[config.mk]
export PLATFORM = sky130hd
export DESIGN_NAME = mem_stage
export DESIGN_NICKNAME = d
export VERILOG_FILES = /design/src/rtl/mem_stage.sv
export SDC_FILE = /design/constraint.sdc
export NUM_CORES = 1
export LEC_CHECK = 0
export ABC_AREA = 1
export CORE_AREA = 10 10 375 377
export DETAILED_ROUTE_END_ITERATION = 6
export DIE_AREA = 0 0 385 387
export GPL_TIMING_DRIVEN = 0
export PLACE_DENSITY = 0.42
export SETUP_SLACK_MARGIN = 0.05
export SYNTH_ARGS = -nofsm -noshare
export SYNTH_HDL_FRONTEND = slang
export SYNTH_SLANG_ARGS = --single-unit
[constraint.sdc]
create_clock -name i_clk -period 2.8 [get_ports i_clk]
set_input_delay 0.42 -clock i_clk [delete_from_list [all_inputs] [get_ports i_clk]]
set_output_delay 0.42 -clock i_clk [all_outputs]
set_load 0.01 [all_outputs]
[src/rtl/mem_stage.sv]
// Memory pipeline stage: issues loads/stores to the data memory, steers byte lanes,
// detects misalignment, bus errors and timeouts, and registers results into the WB latch.
module mem_stage #(
    parameter int TIMEOUT_CYCLES = 255
) (
    input  logic        i_clk,
    input  logic        i_reset,
    input  logic        i_mem_v,
    input  logic [63:0] i_mem_ir,
    input  logic [63:0] i_mem_npc,
    input  logic [63:0] i_mem_alu_result,
    input  logic [63:0] i_mem_sr2,
    input  logic [63:0] i_mem_csrfd,
    input  logic [63:0] i_mem_rfd,
    input  logic [4:0]  i_mem_drid,
    input  logic        i_mem_pc_mux,
    input  logic        i_mem_ecall,
    input  logic        i_flush,
    input  logic        i_dmem_ready,
    input  logic [63:0] i_dmem_rdata,
    input  logic        i_dmem_err,
    output logic        o_dmem_req,
    output logic        o_dmem_we,
    output logic [63:0] o_dmem_addr,
    output logic [63:0] o_dmem_wdata,
    output logic [7:0]  o_dmem_wstrb,
    output logic        o_mem_stall,
    output logic        o_wb_v,
    output logic [63:0] o_wb_npc,
    output logic [63:0] o_wb_mem_result,
    output logic [63:0] o_wb_alu_result,
    output logic [63:0] o_wb_ir,
    output logic        o_wb_pc_mux,
    output logic [63:0] o_wb_csrfd,
    output logic [63:0] o_wb_rfd,
    output logic [4:0]  o_wb_drid,
    output logic        o_wb_ecall,
    output logic        o_mem_lam,
    output logic        o_mem_laf,
    output logic        o_mem_sam,
    output logic        o_mem_saf
);

    localparam int CW = (TIMEOUT_CYCLES > 1) ? $clog2(TIMEOUT_CYCLES) : 1;
    localparam logic [CW-1:0] TC_LAST = CW'(TIMEOUT_CYCLES - 1);

    // IDLE: accept/issue | BUSY: request outstanding | DRAIN: flushed, waiting for the bus to finish
    typedef enum logic [1:0] {
        IDLE  = 2'd0,
        BUSY  = 2'd1,
        DRAIN = 2'd2
    } state_t;

    state_t      r_state;
    state_t      w_state_nxt;
    logic [CW-1:0] r_cnt;
    logic [63:0] r_addr;
    logic [63:0] r_wdata;
    logic [7:0]  r_wstrb;
    logic        r_we;
    logic [2:0]  r_funct3;
    logic [2:0]  r_off;

    logic [6:0]  w_opcode;
    logic [2:0]  w_funct3;
    logic [2:0]  w_off;
    logic        w_is_load;
    logic        w_is_store;
    logic        w_misal;
    logic        w_aligned_op;
    logic [7:0]  w_size_mask;
    logic [2:0]  w_align_mask;
    logic        w_timeout;
    logic        w_req;
    logic        w_we;
    logic [63:0] w_addr;
    logic [63:0] w_wdata;
    logic [7:0]  w_wstrb;
    logic        w_stall;
    logic        w_done;
    logic        w_fault;
    logic [2:0]  w_sel_off;
    logic [2:0]  w_sel_f3;
    logic        w_sel_we;
    logic [63:0] w_shifted;
    logic [63:0] w_load_data;
    logic        w_wb_v_nxt;

    assign w_opcode     = i_mem_ir[6:0];
    assign w_funct3     = i_mem_ir[14:12];
    assign w_off        = i_mem_alu_result[2:0];
    assign w_is_load    = i_mem_v & (w_opcode == 7'b0000011);
    assign w_is_store   = i_mem_v & (w_opcode == 7'b0100011) & ~w_funct3[2];
    assign w_misal      = |(w_off & w_align_mask);
    assign w_aligned_op = (w_is_load | w_is_store) & ~w_misal;
    assign w_timeout    = (r_cnt == TC_LAST);
    assign w_wb_v_nxt   = i_mem_v & ~i_flush;

    always_comb begin
        w_size_mask  = 8'h01;
        w_align_mask = 3'b000;
        case (w_funct3[1:0])
            2'b00: begin w_size_mask = 8'h01; w_align_mask = 3'b000; end
            2'b01: begin w_size_mask = 8'h03; w_align_mask = 3'b001; end
            2'b10: begin w_size_mask = 8'h0F; w_align_mask = 3'b011; end
            default: begin w_size_mask = 8'hFF; w_align_mask = 3'b111; end
        endcase
    end

    always_comb begin
        w_state_nxt = r_state;
        w_req       = 1'b0;
        w_we        = 1'b0;
        w_addr      = '0;
        w_wdata     = '0;
        w_wstrb     = '0;
        w_stall     = 1'b0;
        w_done      = 1'b0;
        w_fault     = 1'b0;
        case (r_state)
            IDLE: begin
                if (w_aligned_op && !i_flush) begin
                    w_req   = 1'b1;
                    w_we    = w_is_store;
                    w_addr  = {i_mem_alu_result[63:3], 3'b000};
                    w_wdata = i_mem_sr2 << {w_off, 3'b000};
                    w_wstrb = w_size_mask << w_off;
                    if (i_dmem_ready) begin
                        w_done  = 1'b1;
                        w_fault = i_dmem_err;
                    end else begin
                        w_stall     = 1'b1;
                        w_state_nxt = BUSY;
                    end
                end
            end
            BUSY: begin
                w_req   = 1'b1;
                w_we    = r_we;
                w_addr  = r_addr;
                w_wdata = r_wdata;
                w_wstrb = r_wstrb;
                if (i_dmem_ready) begin
                    w_done      = 1'b1;
                    w_fault     = i_dmem_err;
                    w_state_nxt = IDLE;
                end else if (w_timeout) begin
                    w_done      = 1'b1;
                    w_fault     = 1'b1;
                    w_state_nxt = IDLE;
                end else begin
                    w_stall = 1'b1;
                    if (i_flush) w_state_nxt = DRAIN;
                end
            end
            DRAIN: begin
                w_req   = 1'b1;
                w_we    = r_we;
                w_addr  = r_addr;
                w_wdata = r_wdata;
                w_wstrb = r_wstrb;
                w_stall = 1'b1;
                if (i_dmem_ready || w_timeout) w_state_nxt = IDLE;
            end
            default: w_state_nxt = IDLE;
        endcase
        // Reset drops the bus request and the stall in the same cycle it is asserted.
        if (i_reset) begin
            w_req   = 1'b0;
            w_we    = 1'b0;
            w_addr  = '0;
            w_wdata = '0;
            w_wstrb = '0;
            w_stall = 1'b0;
        end
    end

    assign o_dmem_req   = w_req;
    assign o_dmem_we    = w_we;
    assign o_dmem_addr  = w_addr;
    assign o_dmem_wdata = w_wdata;
    assign o_dmem_wstrb = w_wstrb;
    assign o_mem_stall  = w_stall;

    assign w_sel_off = (r_state == IDLE) ? w_off : r_off;
    assign w_sel_f3  = (r_state == IDLE) ? w_funct3 : r_funct3;
    assign w_sel_we  = (r_state == IDLE) ? w_is_store : r_we;
    assign w_shifted = i_dmem_rdata >> {w_sel_off, 3'b000};

    always_comb begin
        w_load_data = w_shifted;
        case (w_sel_f3)
            3'b000:  w_load_data = {{56{w_shifted[7]}},  w_shifted[7:0]};
            3'b001:  w_load_data = {{48{w_shifted[15]}}, w_shifted[15:0]};
            3'b010:  w_load_data = {{32{w_shifted[31]}}, w_shifted[31:0]};
            3'b100:  w_load_data = {56'd0, w_shifted[7:0]};
            3'b101:  w_load_data = {48'd0, w_shifted[15:0]};
            3'b110:  w_load_data = {32'd0, w_shifted[31:0]};
            default: w_load_data = w_shifted;
        endcase
    end

    always_ff @(posedge i_clk) begin
        if (i_reset) begin
            r_state  <= IDLE;
            r_cnt    <= '0;
            r_addr   <= '0;
            r_wdata  <= '0;
            r_wstrb  <= '0;
            r_we     <= 1'b0;
            r_funct3 <= '0;
            r_off    <= '0;
        end else begin
            r_state <= w_state_nxt;
            if (r_state == IDLE) begin
                r_cnt <= '0;
                if (w_state_nxt == BUSY) begin
                    r_addr   <= w_addr;
                    r_wdata  <= w_wdata;
                    r_wstrb  <= w_wstrb;
                    r_we     <= w_we;
                    r_funct3 <= w_funct3;
                    r_off    <= w_off;
                end
            end else begin
                r_cnt <= r_cnt + CW'(1);
            end
        end
    end

    always_ff @(posedge i_clk) begin
        if (i_reset) begin
            o_wb_v          <= 1'b0;
            o_wb_npc        <= '0;
            o_wb_mem_result <= '0;
            o_wb_alu_result <= '0;
            o_wb_ir         <= '0;
            o_wb_pc_mux     <= 1'b0;
            o_wb_csrfd      <= '0;
            o_wb_rfd        <= '0;
            o_wb_drid       <= '0;
            o_wb_ecall      <= 1'b0;
            o_mem_lam       <= 1'b0;
            o_mem_laf       <= 1'b0;
            o_mem_sam       <= 1'b0;
            o_mem_saf       <= 1'b0;
        end else if (!w_stall) begin
            o_wb_v          <= w_wb_v_nxt;
            o_wb_npc        <= i_mem_npc;
            o_wb_alu_result <= i_mem_alu_result;
            o_wb_ir         <= i_mem_ir;
            o_wb_pc_mux     <= i_mem_pc_mux;
            o_wb_csrfd      <= i_mem_csrfd;
            o_wb_rfd        <= i_mem_rfd;
            o_wb_drid       <= i_mem_drid;
            o_wb_ecall      <= i_mem_ecall;
            o_wb_mem_result <= (w_wb_v_nxt && w_done && !w_fault && !w_sel_we) ? w_load_data : 64'd0;
            o_mem_lam       <= w_wb_v_nxt & (r_state == IDLE) & w_is_load & w_misal;
            o_mem_sam       <= w_wb_v_nxt & (r_state == IDLE) & w_is_store & w_misal;
            o_mem_laf       <= w_wb_v_nxt & w_done & w_fault & ~w_sel_we;
            o_mem_saf       <= w_wb_v_nxt & w_done & w_fault & w_sel_we;
        end else begin
            o_wb_v    <= 1'b0;
            o_mem_lam <= 1'b0;
            o_mem_laf <= 1'b0;
            o_mem_sam <= 1'b0;
            o_mem_saf <= 1'b0;
        end
    end

endmodule

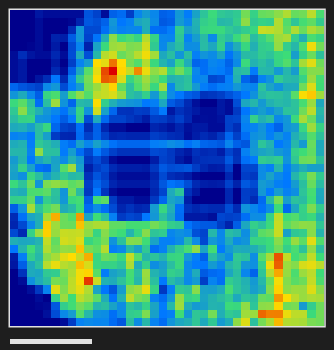
Fig. 1. Wire density map.
Bar = 100 µm. 38 x 39 tiles, from dark blue (low) to red (high), scaled to the fullest tile. Values are wire area over tile area, all layers added.
- densest ninth of the die: south-east
- tiles over half the peak: 24%
- emptiest ninth of the die: centre
- fullest tile: 0.54
- nearly empty tiles: 5.7%

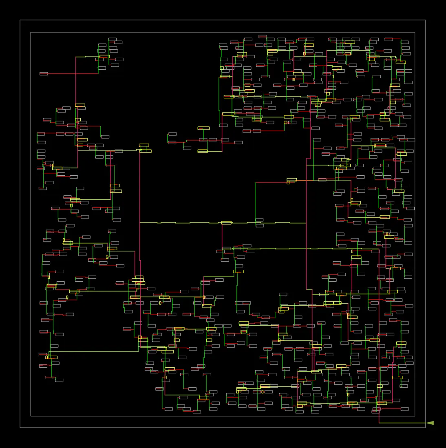
Fig. 2. Clock nets.
clk pwr: 9.66 mW
skew final: 48.2 ps
Num Clock Sinks: 549

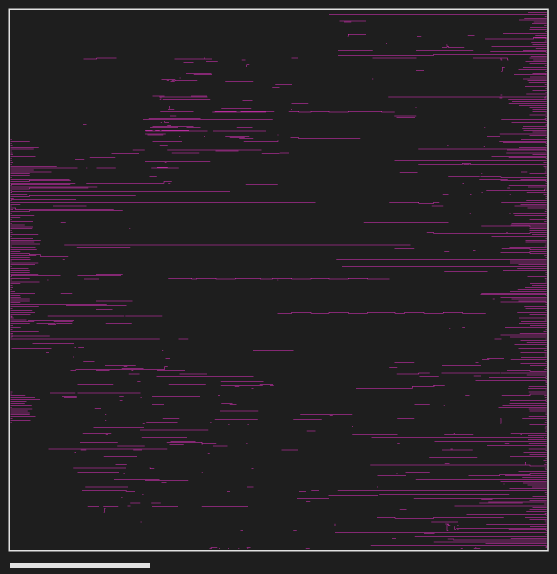
Fig. 3. M3 wires.
Bar = 100 µm.
- nets with wire on the layer: 601
- wire length on this layer: 13,600 µm

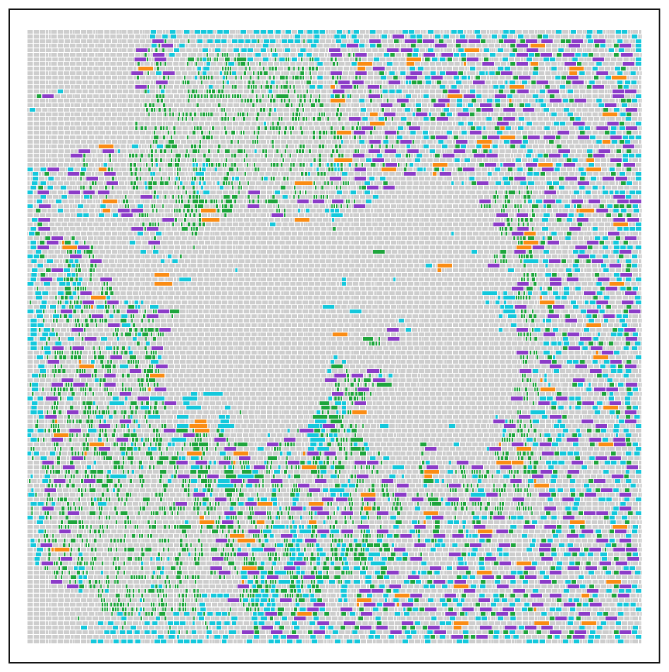
Fig. 4. Cells coloured by class.
Fill, decap, tap and diode cells in grey.
- green: combinational and other logic (cells 2,767; share of their area 35%)
- purple: sequential cells (cells 549; share of their area 26%)
- cyan: remaining buffers and delay cells (cells 1,442; share of their area 33%)
- orange: clock drivers and dummy loads (cells 126; share of their area 5.8%)

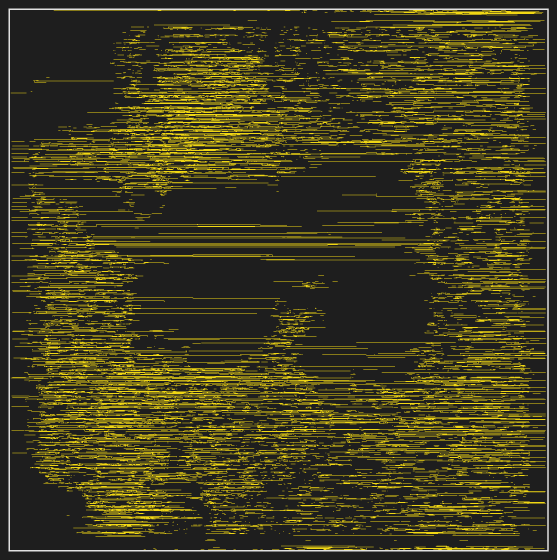
Fig. 5. M1 wires.
- longest straight run: 238 µm
- nets with wire on the layer: 5,008
- share of all routed wire: 40%
- main direction: horizontal
- wire length on this layer: 70.4 mm

==> results.sh <==
# source this file to load flow results
export IMPL_ff_count=549
export IMPL_grtUsageMet2_pct=39.8
export IMPL_crit_required_ps=2380
export IMPL_placed_area_mm2=0.0375
export IMPL_p_int_mw=15.1
export IMPL_power_switching_share_pct=28.3
export IMPL_status="finished, violations left"
export IMPL_dp_cells=6349
export IMPL_period_needed_ps=2890
export IMPL_holdPathStages=2
export IMPL_synthTopCellsByCount="1,091 x nand2_1, 549 x dfxtp_1, 413 x nor2_1"
export IMPL_cp_num_buf_inv=7
export IMPL_tightestPinTransition_ps=1000
export IMPL_reg2reg_from="r_state[1]$_SDFF_PP0_"
export IMPL_dr_total_vias=29900
export IMPL_wl_per_cell_um=26.4
export IMPL_yosys_stat_area_mm2=0.0254
export IMPL_rsz0062_at_grt="true"
export IMPL_reg2reg_to="r_addr[59]$_SDFFE_PP0P_"
export IMPL_yosysMostFrequentCell="nand2_1"
export IMPL_busiest_layer="met2"
export IMPL_grt_use_total_pct=22.2
export IMPL_grt_pass1_wl_um=237000
export IMPL_n_all_inverters=261
export IMPL_top_layer="met5"
export IMPL_layout_setup_ws_ps=-88.9
export IMPL_core_mm2=0.133
export IMPL_setup_viol=63
export IMPL_hold_viol_final=0
export IMPL_die_y_um=387
export IMPL_cpMaxStageDelayCell="dlygate4sd2_1"
export IMPL_nNetsFinal=5300
export IMPL_grt_ovfl_total=0
export IMPL_crit_start="i_mem_alu_result[0]"
export IMPL_p_comb_share_pct=15.4
export IMPL_met2WireLength_um=88100
export IMPL_gp_congestion=0.922
export IMPL_final_common_cell="clkdlybuf4s50_1"
export IMPL_violations="negative setup slack"
export IMPL_log_warning_count=32
Power and IR drop assume default switching activity.
